**src/rtl/instr_fetch_pkg.sv**
```systemverilog
// Shared constants, FSM encoding and small helpers for the instruction fetch unit.
package instr_fetch_pkg;

  localparam int WORD      = 64;
  localparam int INSTR_LEN = 32;

  localparam logic [WORD-1:0] PC_STEP = 64'd4;

  typedef enum logic [1:0] {
    FETCH_IDLE  = 2'd0,
    FETCH_WAIT  = 2'd1,
    FETCH_DRAIN = 2'd2
  } fetch_state_e;

  function automatic logic [WORD-1:0] align_pc(input logic [WORD-1:0] pc);
    return {pc[WORD-1:2], 2'b00};
  endfunction

  function automatic logic [31:0] sat_add32(input logic [31:0] a, input logic [31:0] b);
    logic [32:0] s;
    s = {1'b0, a} + {1'b0, b};
    return s[32] ? 32'hFFFF_FFFF : s[31:0];
  endfunction

endpackage

```
**src/rtl/instr_fetch_fifo.sv**
```systemverilog
// Prefetch FIFO: DEPTH entries of {instruction, pc} with push/pop/flush and occupancy count.
// When empty, the head output holds the last entry that was presented.
module fetch_fifo #(
  parameter int DEPTH = 2,
  parameter int W     = 96
) (
  input  logic                   clk,
  input  logic                   reset,
  input  logic                   push,
  input  logic                   pop,
  input  logic                   flush,
  input  logic [W-1:0]           wdata,
  output logic [W-1:0]           rdata,
  output logic [$clog2(DEPTH):0] count
);

  localparam int AW = $clog2(DEPTH);
  localparam logic [AW:0] FULL_CNT = (AW+1)'(DEPTH);

  logic [W-1:0]  r_mem [DEPTH];
  logic [AW-1:0] r_wr_ptr;
  logic [AW-1:0] r_rd_ptr;
  logic [AW:0]   r_count;
  logic [W-1:0]  r_hold;
  logic          w_do_push;
  logic          w_do_pop;

  assign w_do_pop  = pop && (r_count != '0);
  assign w_do_push = push && ((r_count != FULL_CNT) || w_do_pop);

  always_ff @(posedge clk) begin
    if (reset) begin
      r_wr_ptr <= '0;
      r_rd_ptr <= '0;
      r_count  <= '0;
      r_hold   <= '0;
    end else begin
      if (r_count != '0) r_hold <= r_mem[r_rd_ptr];
      if (flush) begin
        r_wr_ptr <= '0;
        r_rd_ptr <= '0;
        r_count  <= '0;
      end else begin
        if (w_do_push) begin
          r_mem[r_wr_ptr] <= wdata;
          r_wr_ptr        <= r_wr_ptr + 1'b1;
        end
        if (w_do_pop) r_rd_ptr <= r_rd_ptr + 1'b1;
        r_count <= r_count + (AW+1)'(w_do_push) - (AW+1)'(w_do_pop);
      end
    end
  end

  assign rdata = (r_count != '0) ? r_mem[r_rd_ptr] : r_hold;
  assign count = r_count;

endmodule

```
**src/rtl/instr_fetch.sv**
```systemverilog
// Instruction fetch unit: owns the fetch PC, reads imem over req/ack, buffers into fetch_fifo.
// Optional FETCH_PERF_CNT_EN adds saturating fetched/flushed event counters.
module instr_fetch
  import instr_fetch_pkg::*;
#(
  parameter logic [WORD-1:0] RESET_PC = 64'h0,
  parameter int              DEPTH    = 2
) (
  input  logic                 clk,
  input  logic                 reset,
  input  logic                 redirect,
  input  logic [WORD-1:0]      redirect_pc,
  output logic                 imem_req,
  output logic [WORD-1:0]      imem_addr,
  input  logic                 imem_ack,
  input  logic [INSTR_LEN-1:0] imem_rdata,
  output logic                 out_valid,
  input  logic                 out_ready,
  output logic [INSTR_LEN-1:0] instruction,
  output logic [WORD-1:0]      out_pc,
`ifdef FETCH_PERF_CNT_EN
  output logic [31:0]          fetched_cnt,
  output logic [31:0]          flushed_cnt,
`endif
  output fetch_state_e         dbg_state
);

  localparam int CW = $clog2(DEPTH) + 1;
  localparam logic [CW-1:0] FULL_CNT = CW'(DEPTH);

  fetch_state_e              r_state;
  logic [WORD-1:0]           r_pc_next;
  logic [WORD-1:0]           r_addr;
  logic [CW-1:0]             w_count;
  logic                      w_pop;
  logic                      w_push;
  logic                      w_slot_free_idle;
  logic                      w_slot_free_after_push;
  logic [WORD-1:0]           w_redir_pc;
  logic [INSTR_LEN+WORD-1:0] w_head;

  // Handshakes: decode transfer when out_valid && out_ready; imem read completes when
  // imem_req && imem_ack, with imem_addr held stable for as long as imem_req is high.
  assign w_redir_pc = align_pc(redirect_pc);
  assign out_valid  = (w_count != '0);
  assign w_pop      = out_valid && out_ready;
  assign w_push     = (r_state == FETCH_WAIT) && imem_ack && !redirect;

  // Occupancy after this edge including the same-cycle pop; a new request needs a free slot.
  assign w_slot_free_idle       = (w_count - CW'(w_pop)) < FULL_CNT;
  assign w_slot_free_after_push = (w_count + CW'(1) - CW'(w_pop)) < FULL_CNT;

  always_ff @(posedge clk) begin
    if (reset) begin
      r_state   <= FETCH_IDLE;
      r_pc_next <= RESET_PC;
      r_addr    <= RESET_PC;
    end else begin
      case (r_state)
        FETCH_IDLE: begin
          if (redirect) begin
            r_pc_next <= w_redir_pc;
          end else if (w_slot_free_idle) begin
            r_state <= FETCH_WAIT;
            r_addr  <= r_pc_next;
          end
        end
        FETCH_WAIT: begin
          if (redirect) begin
            r_pc_next <= w_redir_pc;
            if (imem_ack) r_addr  <= w_redir_pc;
            else          r_state <= FETCH_DRAIN;
          end else if (imem_ack) begin
            r_pc_next <= r_pc_next + PC_STEP;
            if (w_slot_free_after_push) r_addr  <= r_pc_next + PC_STEP;
            else                        r_state <= FETCH_IDLE;
          end
        end
        FETCH_DRAIN: begin
          // r_pc_next doubles as the redirect latch while the abandoned read completes.
          if (redirect) r_pc_next <= w_redir_pc;
          if (imem_ack) begin
            if (redirect) begin
              r_state <= FETCH_IDLE;
            end else begin
              r_state <= FETCH_WAIT;
              r_addr  <= r_pc_next;
            end
          end
        end
        default: r_state <= FETCH_IDLE;
      endcase
    end
  end

  fetch_fifo #(
    .DEPTH (DEPTH),
    .W     (INSTR_LEN + WORD)
  ) u_fifo (
    .clk   (clk),
    .reset (reset),
    .push  (w_push),
    .pop   (w_pop),
    .flush (redirect),
    .wdata ({imem_rdata, r_addr}),
    .rdata (w_head),
    .count (w_count)
  );

  assign imem_req    = (r_state != FETCH_IDLE);
  assign imem_addr   = r_addr;
  assign instruction = w_head[INSTR_LEN+WORD-1:WORD];
  assign out_pc      = w_head[WORD-1:0];
  assign dbg_state   = r_state;

`ifdef FETCH_PERF_CNT_EN
  logic [31:0] r_fetched_cnt;
  logic [31:0] r_flushed_cnt;
  logic [CW:0] w_flush_amt;

  // Flushed work = buffered entries not taken by decode plus any read still in flight.
  assign w_flush_amt = {1'b0, w_count - CW'(w_pop)} + (CW+1)'(r_state == FETCH_WAIT);

  always_ff @(posedge clk) begin
    if (reset) begin
      r_fetched_cnt <= '0;
      r_flushed_cnt <= '0;
    end else begin
      if (w_push)   r_fetched_cnt <= sat_add32(r_fetched_cnt, 32'd1);
      if (redirect) r_flushed_cnt <= sat_add32(r_flushed_cnt, 32'(w_flush_amt));
    end
  end

  assign fetched_cnt = r_fetched_cnt;
  assign flushed_cnt = r_flushed_cnt;
`endif

endmodule

```
**config.mk**
```make
export PLATFORM = sky130hd
export DESIGN_NAME = instr_fetch
export DESIGN_NICKNAME = d
export VERILOG_FILES = /design/src/rtl/instr_fetch_pkg.sv /design/src/rtl/instr_fetch_fifo.sv /design/src/rtl/instr_fetch.sv
export SDC_FILE = /design/constraint.sdc
export NUM_CORES = 1
export LEC_CHECK = 0
export ABC_AREA = 0
export CAP_MARGIN = 0
export CORE_UTILIZATION = 45
export DETAILED_ROUTE_END_ITERATION = 16
export PLACE_DENSITY = 0.67
export SLEW_MARGIN = 20
export SYNTH_ARGS = -nofsm -noshare
export SYNTH_HDL_FRONTEND = slang
export SYNTH_HIERARCHICAL = 1
export SYNTH_SLANG_ARGS = --single-unit
```
**constraint.sdc**
```tcl
create_clock -name clk -period 39.1 [get_ports clk]
set_input_delay 7.82 -clock clk [delete_from_list [all_inputs] [get_ports clk]]
set_output_delay 7.82 -clock clk [all_outputs]
set_load 0.1 [all_outputs]
```
Figure 1. Gate-type map (run 1).
The bar under the picture is 50 um long.
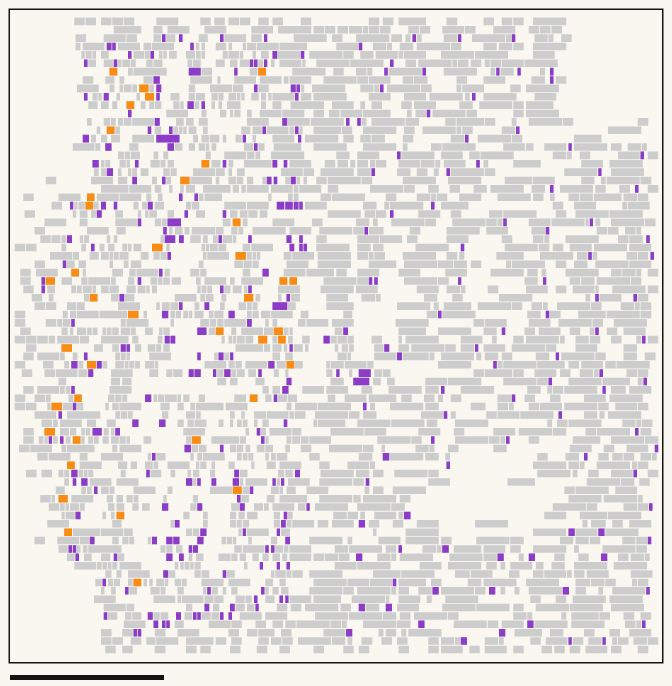
| family | color | cells | most used |
|---|---|---|---|
| nor cells | purple | 309 | nor2_1 |
| non-inverting ao/oa cells | orange | 39 | a21o_1 |

Figure 2. Signal wires by layer (run 1).
The bar under the picture is 50 um long.
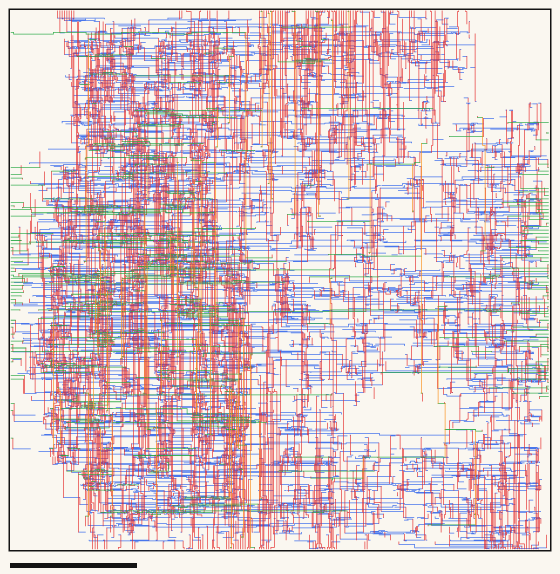
| layer | color | wire length |
|---|---|---|
| M2 | red | 26.7 mm |
| M3 | green | 5,010 um |
| M4 | orange | 2,400 um |
| M1 | blue | 25.9 mm |

Figure 3. Cell density map (run 1).
21 x 21 tiles, from dark blue (low) to red (high), 0 to 100% covered.
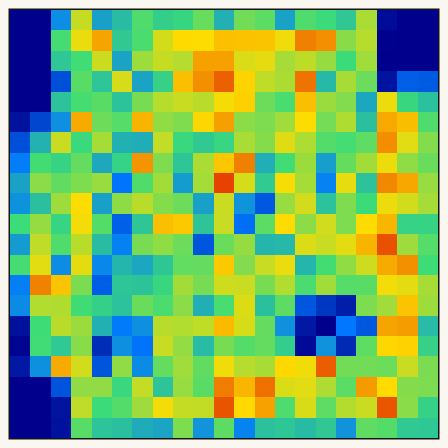
mean over tiles: 52%
nearly empty tiles: 5.9%
fullest tile: 93%
tiles over 75% full: 13%

==> results.ini, run 1 <==
[final_layout]
num-multi-input-gates=1316
final_cell_mix=clkdlybuf4s50_1 (260), dfxtp_1 (230), nor2_1 (195), edfxtp_1 (192), a21oi_1 (175)
top_regs=u_fifo/r_mem: 192 flops, u_fifo/r_hold: 96 flops
fillers=3761
diodes=1
nets=2191

[pwr]
cellPowerDensity_nw_per_um2=46.4

[place]
dp_cells=2625
pre_cts_ws_ns=27.50
hpwl_um=39500

[cts]
cts_made_buffers=45
tritoncts=built
clk_path_buf_depth=3
cts_resized=0

[drt]
vias=16200
antenna_left=0
drc=0
drt_iter0_drc=1670

[timing]
fin_ws_ns=26.76

[logic_synthesis]
synth-seq-cells=423
ff_type=dfxtp_1
ys_sh_aoi=0.213

[grt]
busiest_layer=met2
grt_pass1_wl_um=89500

[setup_path]
crit_type=register to output port
cp_slowest_cell=clkdlybuf4s50_1

[floorplan]
io_pins=265
rows=76

[status]
status=finished clean

Figure 4. Routing congestion map (run 1).
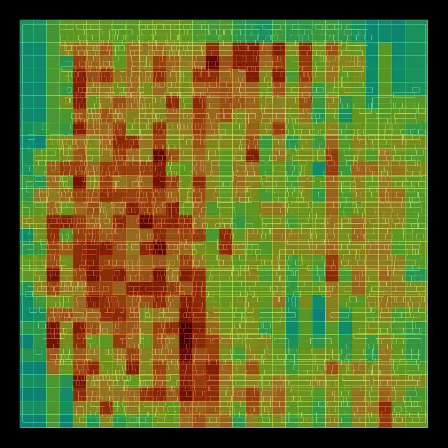

==> run 2, diff against run 1 <==
==> constraint.sdc (replaced) <==
create_clock -name clk -period 12.17 [get_ports clk]
set_input_delay 2.434 -clock clk [delete_from_list [all_inputs] [get_ports clk]]
set_output_delay 2.434 -clock clk [all_outputs]
set_load 0.1 [all_outputs]
Figure 5. Routing congestion map (run 2).
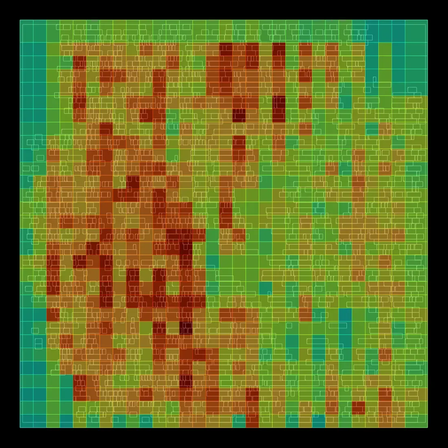
M1 GR Usage: 0.346
total track usage: 0.262
WL per Instance: 22.1 um

Figure 6. Signal wires by layer (run 2).
The bar under the picture is 50 um long.
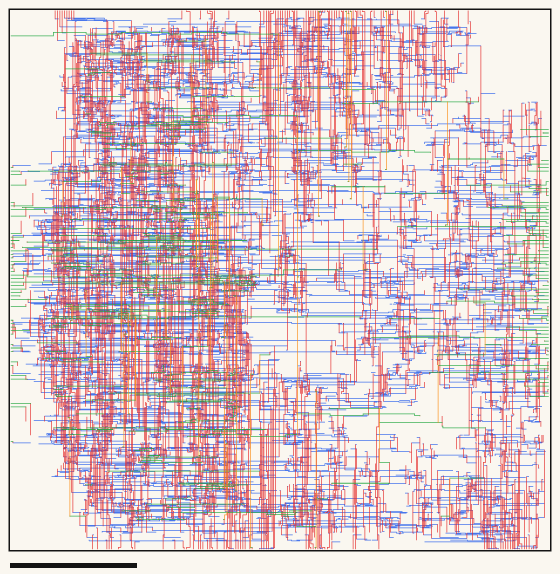
| layer | color | wire length |
|---|---|---|
| M4 | orange | 1,910 um |
| M1 | blue | 25.8 mm |
| M2 | red | 27.2 mm |
| M3 | green | 5,110 um |

Figure 7. Gate-type map (run 2).
The bar under the picture is 50 um long.
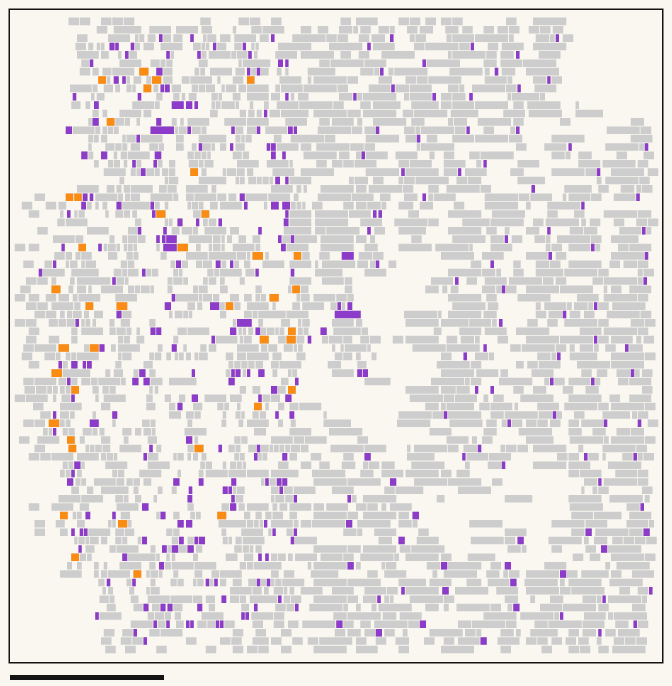
| family | color | cells | most used |
|---|---|---|---|
| nor cells | purple | 309 | nor2_1 |
| non-inverting ao/oa cells | orange | 39 | a21o_1 |

==> run 2 against run 1 <==
Clock skew increased by 0.0089 ns. Cell count about the same. Clock-buffer cell count increased by 7. Highest routed layer unchanged.
==> results.ini, run 2 <==
[floorplan]
io_pins=265  ; unchanged
fp_util=0.458  ; unchanged
rows=76  ; unchanged

[cts]
postCtsSetupRepairBufs=0  ; unchanged
clk_path_buf_depth=3  ; unchanged
clkTransAtPathRegs_ns=0.06  ; about the same
htree_levels=2  ; unchanged
tritoncts=built  ; unchanged
cts_resized=0  ; unchanged
cts_made_buffers=45  ; unchanged

[final_layout]
fillers=3705  ; was 3,761
diodes=2  ; was 1
flop_area_sq_um=10400  ; unchanged
num-multi-input-gates=1316  ; unchanged
final_cell_mix=clkdlybuf4s50_1 (260), dfxtp_1 (230), nor2_1 (195), edfxtp_1 (192), a21oi_1 (176)  ; was clkdlybuf4s50_1 (260), dfxtp_1 (230), nor2_1 (195), edfxtp_1 (192), a21oi_1 (175)
top_regs=u_fifo/r_mem: 192 flops, u_fifo/r_hold: 96 flops  ; unchanged
nets=2193  ; was 2,191
clkbuf_count=68  ; was 61

[place]
dp_cells=2627  ; was 2,625
pre_cts_ws_ns=5.81  ; was 27.50 ns
hpwl_um=39500  ; about the same

[drt]
vias=16300  ; was 16.2k
antenna_left=0  ; unchanged
drc=0  ; unchanged
drt_iter0_drc=1422  ; was 1,670

[pwr]
power_mw=3.46  ; was 1.12 mW
seq_cell_power_mw=1.60  ; was 0.497 mW
leakage_nw=7.60  ; was 7.69 nW
seqPwrFrac=0.462  ; was 0.444
power_leader=sequential cells  ; unchanged
cellPowerDensity_nw_per_um2=144  ; was 46.4 nW/um^2

[logic_synthesis]
synth.top_cells.by_count=dfxtp_1 (231), nor2_1 (200), edfxtp_1 (192)  ; unchanged
ff_type=dfxtp_1  ; unchanged
logic_family=AND-OR/OR-AND gates  ; unchanged
ys_seq_share=0.525  ; unchanged
ys_cells=1926  ; unchanged
synth-seq-cells=423  ; unchanged
ys_sh_aoi=0.213  ; unchanged

[timing]
fin_crit_ns=6.55
tightest_slew_ns=1.13  ; was 1.15 ns
fin_ws_ns=5.62  ; was 26.76 ns
fmax_mhz=153

[grt]
grt_pass1_wl_um=89700  ; was 89,500 um
busiest_layer=met2  ; unchanged

[status]
status=finished clean  ; unchanged

[setup_path]
crit_type=register to output port  ; unchanged
cp_slowest_cell=clkdlybuf4s50_1  ; unchanged

No activity file was given, so power comes from the tool's default toggle rates.
